### src/rtl/rv32_pkg.sv
// rtl/rv32_pkg.sv - shared RV32 fetch types, constants and helpers
package rv32_pkg;

  localparam int XLEN = 32;

  typedef logic [XLEN-1:0] word_t;

  localparam word_t DEFAULT_RESET_PC = 32'h0000_0000;
  localparam word_t NOP_INSTR        = 32'h0000_0013;  // addi x0, x0, 0
  localparam int    FETCH_CREDITS    = 2;

  // One buffered fetch result: the address it was issued at and the word returned
  typedef struct packed {
    word_t pc;
    word_t instr;
  } fetch_entry_t;

  // Force an address onto a word boundary
  function automatic word_t word_align(input word_t a);
    return a & ~word_t'(3);
  endfunction

endpackage

### src/rtl/fetch_stage_if.sv
// rtl/fetch_stage_if.sv - instruction memory, hazard, redirect and decode-facing signals
interface fetch_stage_if;
  import rv32_pkg::*;

  // instruction memory request/response
  logic  imem_req_valid;
  logic  imem_req_ready;
  word_t imem_addr;
  logic  imem_rsp_valid;
  word_t imem_rsp_data;

  // pipeline control
  logic  id_stall;
  logic  ex_redirect;
  word_t ex_redirect_pc;

  // IF/ID register towards decode
  logic  id_valid;
  word_t id_instr;
  word_t id_pc;

  // the fetch stage itself
  modport master (
    output imem_req_valid, imem_addr,
    input  imem_req_ready, imem_rsp_valid, imem_rsp_data,
    input  id_stall, ex_redirect, ex_redirect_pc,
    output id_valid, id_instr, id_pc
  );

  // memory, hazard unit, execute and decode around it
  modport slave (
    input  imem_req_valid, imem_addr,
    output imem_req_ready, imem_rsp_valid, imem_rsp_data,
    output id_stall, ex_redirect, ex_redirect_pc,
    input  id_valid, id_instr, id_pc
  );

endinterface

### src/rtl/fetch_fifo.sv
// rtl/fetch_fifo.sv - two-entry {pc, instr} response buffer with flush
module fetch_fifo
  import rv32_pkg::*;
(
  input  logic         clk,
  input  logic         rst,
  input  logic         push,
  input  fetch_entry_t push_entry,
  input  logic         pop,
  input  logic         flush,
  output fetch_entry_t head,
  output logic [1:0]   count
);

  fetch_entry_t slots [2];
  logic         rd_ptr;
  logic         wr_ptr;

  // Pointer and occupancy tracking; flush beats any concurrent push/pop
  always_ff @(posedge clk or posedge rst) begin
    if (rst) begin
      rd_ptr <= 1'b0;
      wr_ptr <= 1'b0;
      count  <= 2'd0;
    end else if (flush) begin
      rd_ptr <= 1'b0;
      wr_ptr <= 1'b0;
      count  <= 2'd0;
    end else begin
      if (push) wr_ptr <= ~wr_ptr;
      if (pop)  rd_ptr <= ~rd_ptr;
      count <= count + {1'b0, push} - {1'b0, pop};
    end
  end

  // Payload storage; contents are only meaningful while counted, so no reset
  always_ff @(posedge clk) begin
    if (push && !flush) slots[wr_ptr] <= push_entry;
  end

  assign head = slots[rd_ptr];

endmodule

### src/rtl/fetch_stage.sv
// rtl/fetch_stage.sv - PC, request credit, stale-response drop and IF/ID register
module fetch_stage
  import rv32_pkg::*;
#(
  parameter word_t RESET_PC  = DEFAULT_RESET_PC,
  parameter int    MAX_OUTST = FETCH_CREDITS
) (
  input logic           clk,
  input logic           rst,
  fetch_stage_if.master bus
);

  word_t        pc;
  logic [1:0]   outst;        // accepted requests not yet answered
  logic [1:0]   drop;         // answers still owed to pre-redirect requests
  word_t        iss_pc [2];   // issue addresses of outstanding requests, oldest first
  logic [1:0]   fifo_count;
  fetch_entry_t fifo_head;
  fetch_entry_t rsp_entry;

  logic         id_valid_q;
  word_t        id_instr_q;
  word_t        id_pc_q;

  logic [2:0]   in_use;
  logic         req_valid;
  logic         req_fire;
  logic         rsp_eff;
  logic         rsp_live;
  logic         fifo_push;
  logic         fifo_pop;
  logic [1:0]   outst_left;

  // A response with nothing outstanding (e.g. a leftover across reset) is ignored
  assign rsp_eff    = bus.imem_rsp_valid && (outst != 2'd0);
  assign rsp_live   = rsp_eff && (drop == 2'd0) && !bus.ex_redirect;
  assign outst_left = outst - {1'b0, rsp_eff};
  assign rsp_entry  = '{pc: iss_pc[0], instr: bus.imem_rsp_data};

  // Credit rule: in-flight plus buffered never exceeds the FIFO depth
  assign in_use    = {1'b0, outst} + {1'b0, fifo_count};
  assign req_valid = !bus.ex_redirect && (in_use < 3'(MAX_OUTST));
  assign req_fire  = req_valid && bus.imem_req_ready;

  assign bus.imem_req_valid = req_valid;
  assign bus.imem_addr      = pc;

  // Buffer a live response unless it can go straight into IF/ID this cycle
  assign fifo_push = rsp_live && (bus.id_stall || (fifo_count != 2'd0));
  assign fifo_pop  = !bus.ex_redirect && !bus.id_stall && (fifo_count != 2'd0);

  fetch_fifo u_fifo (
    .clk        (clk),
    .rst        (rst),
    .push       (fifo_push),
    .push_entry (rsp_entry),
    .pop        (fifo_pop),
    .flush      (bus.ex_redirect),
    .head       (fifo_head),
    .count      (fifo_count)
  );

  // Program counter: redirect target, else advance on an accepted request
  always_ff @(posedge clk or posedge rst) begin
    if (rst) begin
      pc <= word_align(RESET_PC);
    end else if (bus.ex_redirect) begin
      pc <= word_align(bus.ex_redirect_pc);
    end else if (req_fire) begin
      pc <= pc + 32'd4;
    end
  end

  // Outstanding count and the number of stale answers still to swallow
  always_ff @(posedge clk or posedge rst) begin
    if (rst) begin
      outst <= 2'd0;
      drop  <= 2'd0;
    end else begin
      outst <= outst_left + {1'b0, req_fire};
      if (bus.ex_redirect) begin
        drop <= outst_left;
      end else if (rsp_eff && (drop != 2'd0)) begin
        drop <= drop - 2'd1;
      end
    end
  end

  // Issue-address queue: shift on every answer, append the address on fire
  always_ff @(posedge clk or posedge rst) begin
    if (rst) begin
      iss_pc[0] <= '0;
      iss_pc[1] <= '0;
    end else begin
      if (rsp_eff) iss_pc[0] <= iss_pc[1];
      if (req_fire) iss_pc[outst_left[0]] <= pc;
    end
  end

  // IF/ID register: redirect, then stall, then FIFO head, then bypass
  always_ff @(posedge clk or posedge rst) begin
    if (rst) begin
      id_valid_q <= 1'b0;
      id_instr_q <= NOP_INSTR;
      id_pc_q    <= '0;
    end else if (bus.ex_redirect) begin
      id_valid_q <= 1'b0;
    end else if (bus.id_stall) begin
      id_valid_q <= id_valid_q;
    end else if (fifo_count != 2'd0) begin
      id_valid_q <= 1'b1;
      id_instr_q <= fifo_head.instr;
      id_pc_q    <= fifo_head.pc;
    end else if (rsp_live) begin
      id_valid_q <= 1'b1;
      id_instr_q <= rsp_entry.instr;
      id_pc_q    <= rsp_entry.pc;
    end else begin
      id_valid_q <= 1'b0;
    end
  end

  assign bus.id_valid = id_valid_q;
  assign bus.id_instr = id_instr_q;
  assign bus.id_pc    = id_pc_q;

endmodule

### src/flat_wrapper.sv
// flat-port wrapper written by rule: the top's interface ports become plain ports
module fetch_stage_flat import rv32_pkg::*;
#(
  parameter word_t RESET_PC  = DEFAULT_RESET_PC,
  parameter int    MAX_OUTST = FETCH_CREDITS
)
  (clk, rst, bus_imem_req_valid, bus_imem_addr, bus_imem_req_ready, bus_imem_rsp_valid, bus_imem_rsp_data, bus_id_stall, bus_ex_redirect, bus_ex_redirect_pc, bus_id_valid, bus_id_instr, bus_id_pc);
  fetch_stage_if bus_i ();
  input logic clk;
  input logic rst;
  output wire logic [$bits(bus_i.imem_req_valid)-1:0] bus_imem_req_valid;
  output wire logic [$bits(bus_i.imem_addr)-1:0] bus_imem_addr;
  input wire logic [$bits(bus_i.imem_req_ready)-1:0] bus_imem_req_ready;
  input wire logic [$bits(bus_i.imem_rsp_valid)-1:0] bus_imem_rsp_valid;
  input wire logic [$bits(bus_i.imem_rsp_data)-1:0] bus_imem_rsp_data;
  input wire logic [$bits(bus_i.id_stall)-1:0] bus_id_stall;
  input wire logic [$bits(bus_i.ex_redirect)-1:0] bus_ex_redirect;
  input wire logic [$bits(bus_i.ex_redirect_pc)-1:0] bus_ex_redirect_pc;
  output wire logic [$bits(bus_i.id_valid)-1:0] bus_id_valid;
  output wire logic [$bits(bus_i.id_instr)-1:0] bus_id_instr;
  output wire logic [$bits(bus_i.id_pc)-1:0] bus_id_pc;
  assign bus_imem_req_valid = bus_i.imem_req_valid;
  assign bus_imem_addr = bus_i.imem_addr;
  assign bus_i.imem_req_ready = bus_imem_req_ready;
  assign bus_i.imem_rsp_valid = bus_imem_rsp_valid;
  assign bus_i.imem_rsp_data = bus_imem_rsp_data;
  assign bus_i.id_stall = bus_id_stall;
  assign bus_i.ex_redirect = bus_ex_redirect;
  assign bus_i.ex_redirect_pc = bus_ex_redirect_pc;
  assign bus_id_valid = bus_i.id_valid;
  assign bus_id_instr = bus_i.id_instr;
  assign bus_id_pc = bus_i.id_pc;
  fetch_stage #(.RESET_PC(RESET_PC), .MAX_OUTST(MAX_OUTST)) u_core (.clk(clk), .rst(rst), .bus(bus_i));
endmodule
### config.mk
export PLATFORM = sky130hd
export DESIGN_NAME = fetch_stage_flat
export DESIGN_NICKNAME = d
export VERILOG_FILES = /design/src/rtl/rv32_pkg.sv /design/src/rtl/fetch_stage_if.sv /design/src/rtl/fetch_fifo.sv /design/src/rtl/fetch_stage.sv /design/src/flat_wrapper.sv
export SDC_FILE = /design/constraint.sdc
export NUM_CORES = 1
export LEC_CHECK = 0
export ABC_AREA = 1
export CORE_ASPECT_RATIO = 2
export CORE_MARGIN = 1
export CORE_UTILIZATION = 50
export CTS_BUF_LIST = sky130_fd_sc_hd__clkbuf_4 sky130_fd_sc_hd__clkbuf_8 sky130_fd_sc_hd__clkbuf_16
export DETAILED_ROUTE_END_ITERATION = 10
export HOLD_SLACK_MARGIN = 0.05
export PLACE_DENSITY_LB_ADDON = 0.3
export SLEW_MARGIN = 20
export SYNTH_ARGS = -nofsm -noshare
export SYNTH_HDL_FRONTEND = slang
export SYNTH_SLANG_ARGS = --single-unit
### constraint.sdc
create_clock -name clk -period 5.1 [get_ports clk]
set_input_delay 1.02 -clock clk [delete_from_list [all_inputs] [get_ports clk]]
set_output_delay 1.02 -clock clk [all_outputs]
set_load 0.01 [all_outputs]
==> run_1/final_placement.png <==
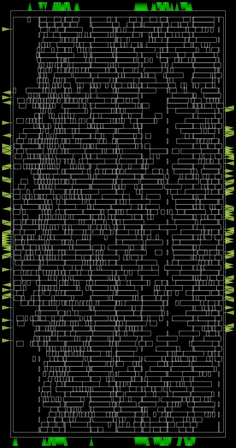
filler instances: 2,144
number of standard cells in the layout, taps in and fillers out: 1,809

==> run_1/registers.png <==
Bar = 20 um. Other sequential cells in the stronger gray, the rest of the logic in the fainter gray.
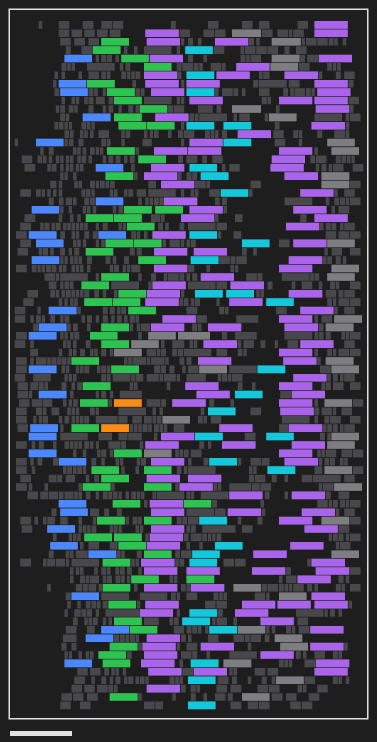
- u_core.u_fifo.slots: purple (flops 128)
- u_core.bus.imem_addr: blue (flops 30; where a vertical strip on the left)
- u_core.outst: orange (flops 2)
- u_core.bus.id_pc: cyan (flops 32; where a vertical strip down the middle)
- u_core.iss_pc: green (flops 62)
- not colored: 39

==> flow_metrics.env, run 1 <==
# yosys + openroad results
export IMPL_post_drt_wl_per_cell_um=15.5
export IMPL_number_of_vias_after_detailed_routing=9176
export IMPL_gpl_final_weighted_congestion=0.931
export IMPL_cts_resized_gates=0
export IMPL_r2r_slack_ns=1.82
export IMPL_crit_type="reg -> out"
export IMPL_cts_setup_buffers=0
export IMPL_mean_instance_size_in_the_synthesized_netlist_um2=9.82
export IMPL_status="finished, final reports clean"
export IMPL_power_internal_mw=5.36
export IMPL_tritoncts_num_buffers=26
export IMPL_n_antenna_cell=0
export IMPL_drtPass1Iterations=5
export IMPL_tns_ns=0
export IMPL_place_port_buffers=163
export IMPL_worstHoldStart="u_core.bus.id_instr[0]"
export IMPL_grt_remaining_overflow=0
export IMPL_report_final_setup_viol=0
export IMPL_pwr_share_seq_pct=45.2
export IMPL_synth_lib_cells_used_distinct=37
export IMPL_clock_tree_root_cell="clkbuf_16"
export IMPL_io_pin_count=168
export IMPL_synthArstFlopShare_pct=56.3
export IMPL_achievable_frequency_ghz=0.291
export IMPL_fp_utilization_pct=51.1
export IMPL_cts_max_level=1
export IMPL_max_cap_viol_count=0
export IMPL_placement_cell_area_mm2=0.0148
export IMPL_tightest_slew_ns=0.951
export IMPL_viasPerCell=5.07
export IMPL_finalCriticalPeriod_ns=3.44
export IMPL_placeable_core_region_mm2=0.0252
export IMPL_timing_critical_path_arrival_ns=2.42
export IMPL_largest_vdd_supply_drop_v=0.000326
export IMPL_hold_violations_final=0
export IMPL_cp_slowest_cell="clkdlybuf4s50_1"
export IMPL_standard_cell_row_count=82
==> run_1/drive_strength.png <==
Bar = 20 um.
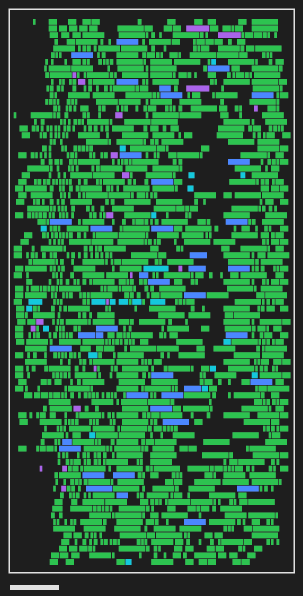
- drive 6 and up: blue (cells 40; share 2.7%)
- drive 3 to 4: cyan (cells 23; share 1.6%)
- drive 1 or less: green (cells 1,390; share 94%)
- drive 2: purple (cells 20; share 1.4%)

==> run 1: registers in the layout (all words and copies together) (netlist names) <==
name	flops
u_core.u_fifo.wr_ptr	1
u_core.bus.id_pc	32
u_core.iss_pc	62
u_core.u_fifo.rd_ptr	1
u_core.u_fifo.slots	128
u_core.bus.id_instr	32
u_core.outst	2
u_core.drop	2
u_core.bus.id_valid	1
u_core.u_fifo.count	2
u_core.bus.imem_addr	30
==> run 1: metal layers <==
metal  vias to the layer above  part of all wire (%)  global-route usage [%]
met3                        53                   3.0                    2.36
li1                       4593                     -                       -
met1                      4334                    40                    24.8
met4                         0                   3.8                    9.54
met5                         -                     0                       0
met2                       196                    53                    40.7
==> run 1: layout make-up <==
class	count	share of cell area [%]
sequential	293	50.8
timing repair buffer	175	11.3
multi-input combinational	812	25.9
clock buffer	32	4.84
inverter	145	3.49
tap	336	2.68
clock inverter	16	0.971
==> run 1: cell usage in the layout, fill, tap and decap left out, drive strengths merged, types with 5 or more instances in the layout <==
cell type and instances:
o21ai 235, nand2 355, mux2i 64, nor2 57
ha 6, clkbuf 32, xor2 8, dfrtp 162
a21oi 19, inv 149, clkinv 6, clkdlybuf4s50 163
nand3 49, a21boi 5, buf 12, edfxtp 128
==> run 1: cells in the mapped netlist, types with 19 or more instances <==
library cell / number / area, um^2
clkbuf_1: 29 / 109
nand2_1: 353 / 1330
o21ai_0: 171 / 856
nand3_1: 48 / 240
mux2i_1: 64 / 641
buf_2: 19 / 95.1
nor2_1: 55 / 206
inv_1: 142 / 533
edfxtp_1: 128 / 3840
o21ai_1: 57 / 285
dfrtp_1: 162 / 4050
a21oi_1: 19 / 95.1
==> run 1: metrics by stage <==
step	total power [mW]	worst slack, ns	util (%)	std cells	hold WS (ns)
final	7.85	1.66	62.3	1809	0.476
after global routing	8.34	1.56	62.3	1809	0.504
after CTS	7.94	1.65	62.2	1809	0.480
after detailed placement	5.87	1.38	58.6	1761	0.469
after global placement	5.76	1.44	58.6	1761	0.465
after floorplan	4.85	0.476	-	1315	0.464
==> run 1: power groups by stage <==
stage	combinational (mW)	clock [mW]	sequential, mW
after floorplan	1.24	0	3.61
after detailed placement	2.27	0	3.59
after global routing	2.54	2.17	3.62
final	2.26	2.05	3.55
after CTS	2.29	2.10	3.55
after global placement	2.20	0	3.56
==> run 1: logic make-up (layout without fill, tap and decap cells) <==
group | count (synthesis) | after routing | share of synthesized area (%)
AND-OR/OR-AND | 263 | 263 | 10.6
other | 1 | 2 | 0.0291
flip-flops | 293 | 293 | 61.8
XOR/XNOR | 9 | 9 | 0.611
buffers and inverters | 210 | 368 | 6.84
adder cells (fa/ha/maj) | 7 | 7 | 0.737
AND/OR/NAND/NOR | 467 | 467 | 14.4
multiplexers | 64 | 64 | 4.96
==> run 1: critical path, delay by kind of cell (launching register included) <==
| kind | cells | cell delay (ns) |
|---|---|---|
| adders and majority gates | 1 | 0.50 |
| and+or+nand+nor | 2 | 0.33 |
| DFF | 1 | 0.42 |
| buffers and inverters | 2 | 0.63 |
==> run_1/wire_density.png <==
12 x 23 tiles, from dark blue (low) to red (high), scaled to the fullest tile. Values are wire area over tile area, all layers added.
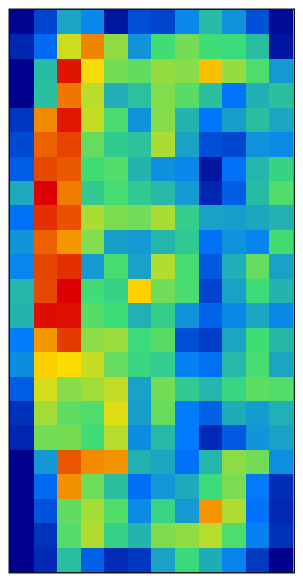

--- run 2 (diff from run 1) ---
clock period = 2.9 ns   (was 5.1 ns; I/O delays follow)
==> run_2/wire_density.png <==
12 x 23 tiles, from dark blue (low) to red (high), scaled to the fullest tile. Values are wire area over tile area, all layers added.
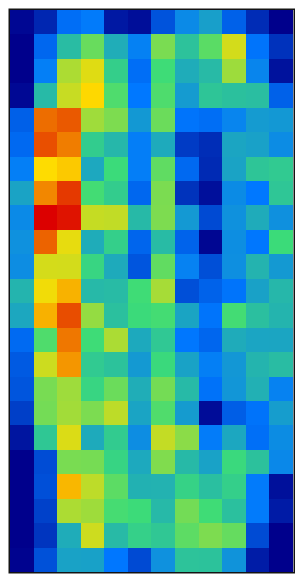
- densest ninth of the die: middle left
- nearly empty tiles: 4.7%
- mean over tiles: 0.17
- fullest tile: 0.42

==> run 2 against run 1 <==
Compared with the run above: clock power is 64% higher; cell area is 0.17% higher; total power is 73% higher; sequential power is 76% higher; cell count is 0.72% higher; critical path depth stayed put; sequential share of layout area is 0.085 points lower; critical path type unchanged; critical endpoint unchanged; largest cell class unchanged.
==> flow_metrics.env, run 2 <==
# yosys + openroad results
export IMPL_mean_instance_size_in_the_synthesized_netlist_um2=9.82
export IMPL_placeable_core_region_mm2=0.0252
export IMPL_grt_antenna_before_repair=0
export IMPL_yosys_top_cells_area="dfrtp_1 31%, edfxtp_1 30%, nand2_1 10%, o21ai_0 6.6%, mux2i_1 5.0%"
export IMPL_cp_slowest_cell="fa_1"
export IMPL_cts_resized_gates=1
export IMPL_io_pin_count=168
export IMPL_achievable_frequency_ghz=0.369
export IMPL_power_per_cell_area_mw_per_mm2=864
export IMPL_holdBufCountCts=0
export IMPL_standard_cell_row_count=82
export IMPL_top_register="u_core.u_fifo.slots"
export IMPL_numSynthFlops=293
export IMPL_layout_area_overhead_vs_synth_pct=21.9
export IMPL_final_cells=1822
export IMPL_final_common_cell="nand2_1"
export IMPL_post_route_worst_setup_slack_ns=0.193
export IMPL_largest_reg_flops=128
export IMPL_r2r_slack_ns=0.35
export IMPL_synthArstFlopShare_pct=56.3
export IMPL_viasPerCell=5.05
export IMPL_max_slew_margin_rel_pct=46.3
export IMPL_place_port_buffers=163
export IMPL_final_net_count=1544
export IMPL_n_antenna_cell=0
export IMPL_number_of_vias_after_detailed_routing=9201
export IMPL_fp_utilization_pct=51.1
export IMPL_post_drt_wl_per_cell_um=15.2
export IMPL_largest_vdd_supply_drop_v=0.000391
export IMPL_grt_remaining_overflow=0
export IMPL_post_place_cells=1776
export IMPL_crit_type="reg -> out"
export IMPL_finish_instance_area_mm2=0.0157
export IMPL_fraction_of_the_yosys_area_taken_by_sequential_cells_pct=61.8
export IMPL_report_final_setup_viol=0
export IMPL_timing_critical_path_arrival_ns=2.13
export IMPL_post_synth_top_area_share_pct=31.4
export IMPL_hold_violations_final=0
export IMPL_die_area_mm2=0.0265
export IMPL_dpl_worst_slack_ns=0.127
export IMPL_reg_top3="u_core.u_fifo.slots (128), u_core.iss_pc (62)"
export IMPL_wl_met1_um=10800
export IMPL_finalCriticalPeriod_ns=2.71
export IMPL_wl_met2_um=14900
export IMPL_yosysWarnings=0
export IMPL_timing_final_max_slew_violations=0
export IMPL_drtPass1Iterations=5
export IMPL_cts_setup_buffers=0
export IMPL_route_top_layer_used="met4"
export IMPL_status="finished, final reports clean"
export IMPL_clock_tree_root_cell="clkbuf_16"
export IMPL_placement_cell_area_mm2=0.0149
export IMPL_wire_length_of_the_first_global_routing_pass_um=45000
export IMPL_yosys_cell_count_top_type="nand2_1"
export IMPL_reg2reg_from="u_core.u_fifo.count[0]"
export IMPL_tns_ns=0
export IMPL_cts_max_level=1
export IMPL_synth_top_cells_by_count="353 x nand2_1, 171 x o21ai_0, 162 x dfrtp_1, 142 x inv_1, 128 x edfxtp_1"
export IMPL_max_cap_viol_count=0
export IMPL_yosys_most_used_dff="dfrtp_1"
export IMPL_tool_warnings=28
export IMPL_gpl_final_weighted_congestion=0.952
export IMPL_detailedPlacementHpwl_um=19300
export IMPL_top_cells_excl_fill_tap="353 x nand2_1, 171 x o21ai_0, 162 x clkdlybuf4s50_1, 161 x dfrtp_1, 140 x inv_1"
export IMPL_tritoncts_num_buffers=25
export IMPL_met3WireLength_um=974
export IMPL_synth_lib_cells_used_distinct=37
export IMPL_tightest_slew_ns=0.806
export IMPL_synth_largest_area_cell="dfrtp_1"
export IMPL_tritoncts="built"
export IMPL_largest_net_degree_at_the_start_of_global_routing=85
run 2: cell counts after synthesis:
Identical to the previous run, type by type.
run 2: logic make-up after synthesis:
| family | Yosys count | synth area share (%) |
|---|---|---|
| xor+xnor | 9 | 0.611 |
| flops | 293 | 61.8 |
| fa+ha+maj | 7 | 0.737 |
| buf+inv | 210 | 6.84 |
| simple gates | 467 | 14.4 |
| other cells | 1 | 0.0291 |
| mux | 64 | 4.96 |
| compound gates | 263 | 10.6 |
run 2: layout make-up:
cell class | count | area (um^2)
fill | 2115 | 9500
sequential | 293 | 7980
multi-input combinational | 812 | 4080
timing repair buffer | 190 | 1880
clock buffer | 30 | 681
inverter | 145 | 548
tap | 336 | 420
clock inverter | 16 | 151
run 2: per-stage QoR:
step | hold WS (ns) | utilization [%] | power [mW]
final | 0.478 | 62.4 | 13.6
after global routing | 0.501 | 62.4 | 14.4
after CTS | 0.478 | 62.3 | 13.7
after detailed placement | 0.469 | 59.1 | 10.3
after global placement | 0.466 | 59.1 | 10.2
after floorplan | 0.464 | - | 8.52
run 2: power breakdown:
part	switching, mW	internal (mW)
sequential	0.769	5.49
clock	1.49	1.88
combinational	2.09	1.88
run 2: worst max-delay path, delay by kind of cell, from the launching register on:
kind	cells	cell delay (ns)
adders and majority gates	1	0.49
DFF	1	0.43
buffers and inverters	2	0.35
and+or+nand+nor	2	0.33
run 2: routing by layer:
metal | global-route usage (%) | vias to the layer above
met5 | 0 | -
met4 | 9.33 | 0
met3 | 1.93 | 57
met2 | 39.7 | 224
met1 | 25.0 | 4305
li1 | - | 4615
run 2: how the worst min path moves through the flow:
stage	start	end	cells after the start
after floorplan	u_core.iss_pc[34]	u_core.u_fifo.slots[0][34]	0
after global placement	u_core.bus.id_instr[0]	u_core.bus.id_instr[0]	2
after CTS	rst	u_core.bus.id_pc[5]	2
after global routing	u_core.bus.id_instr[4]	u_core.bus.id_instr[4]	2
after detailed placement	u_core.bus.id_instr[1]	u_core.bus.id_instr[1]	2
final	rst	u_core.bus.id_pc[5]	2
Power is estimated from default activity; no workload was simulated.
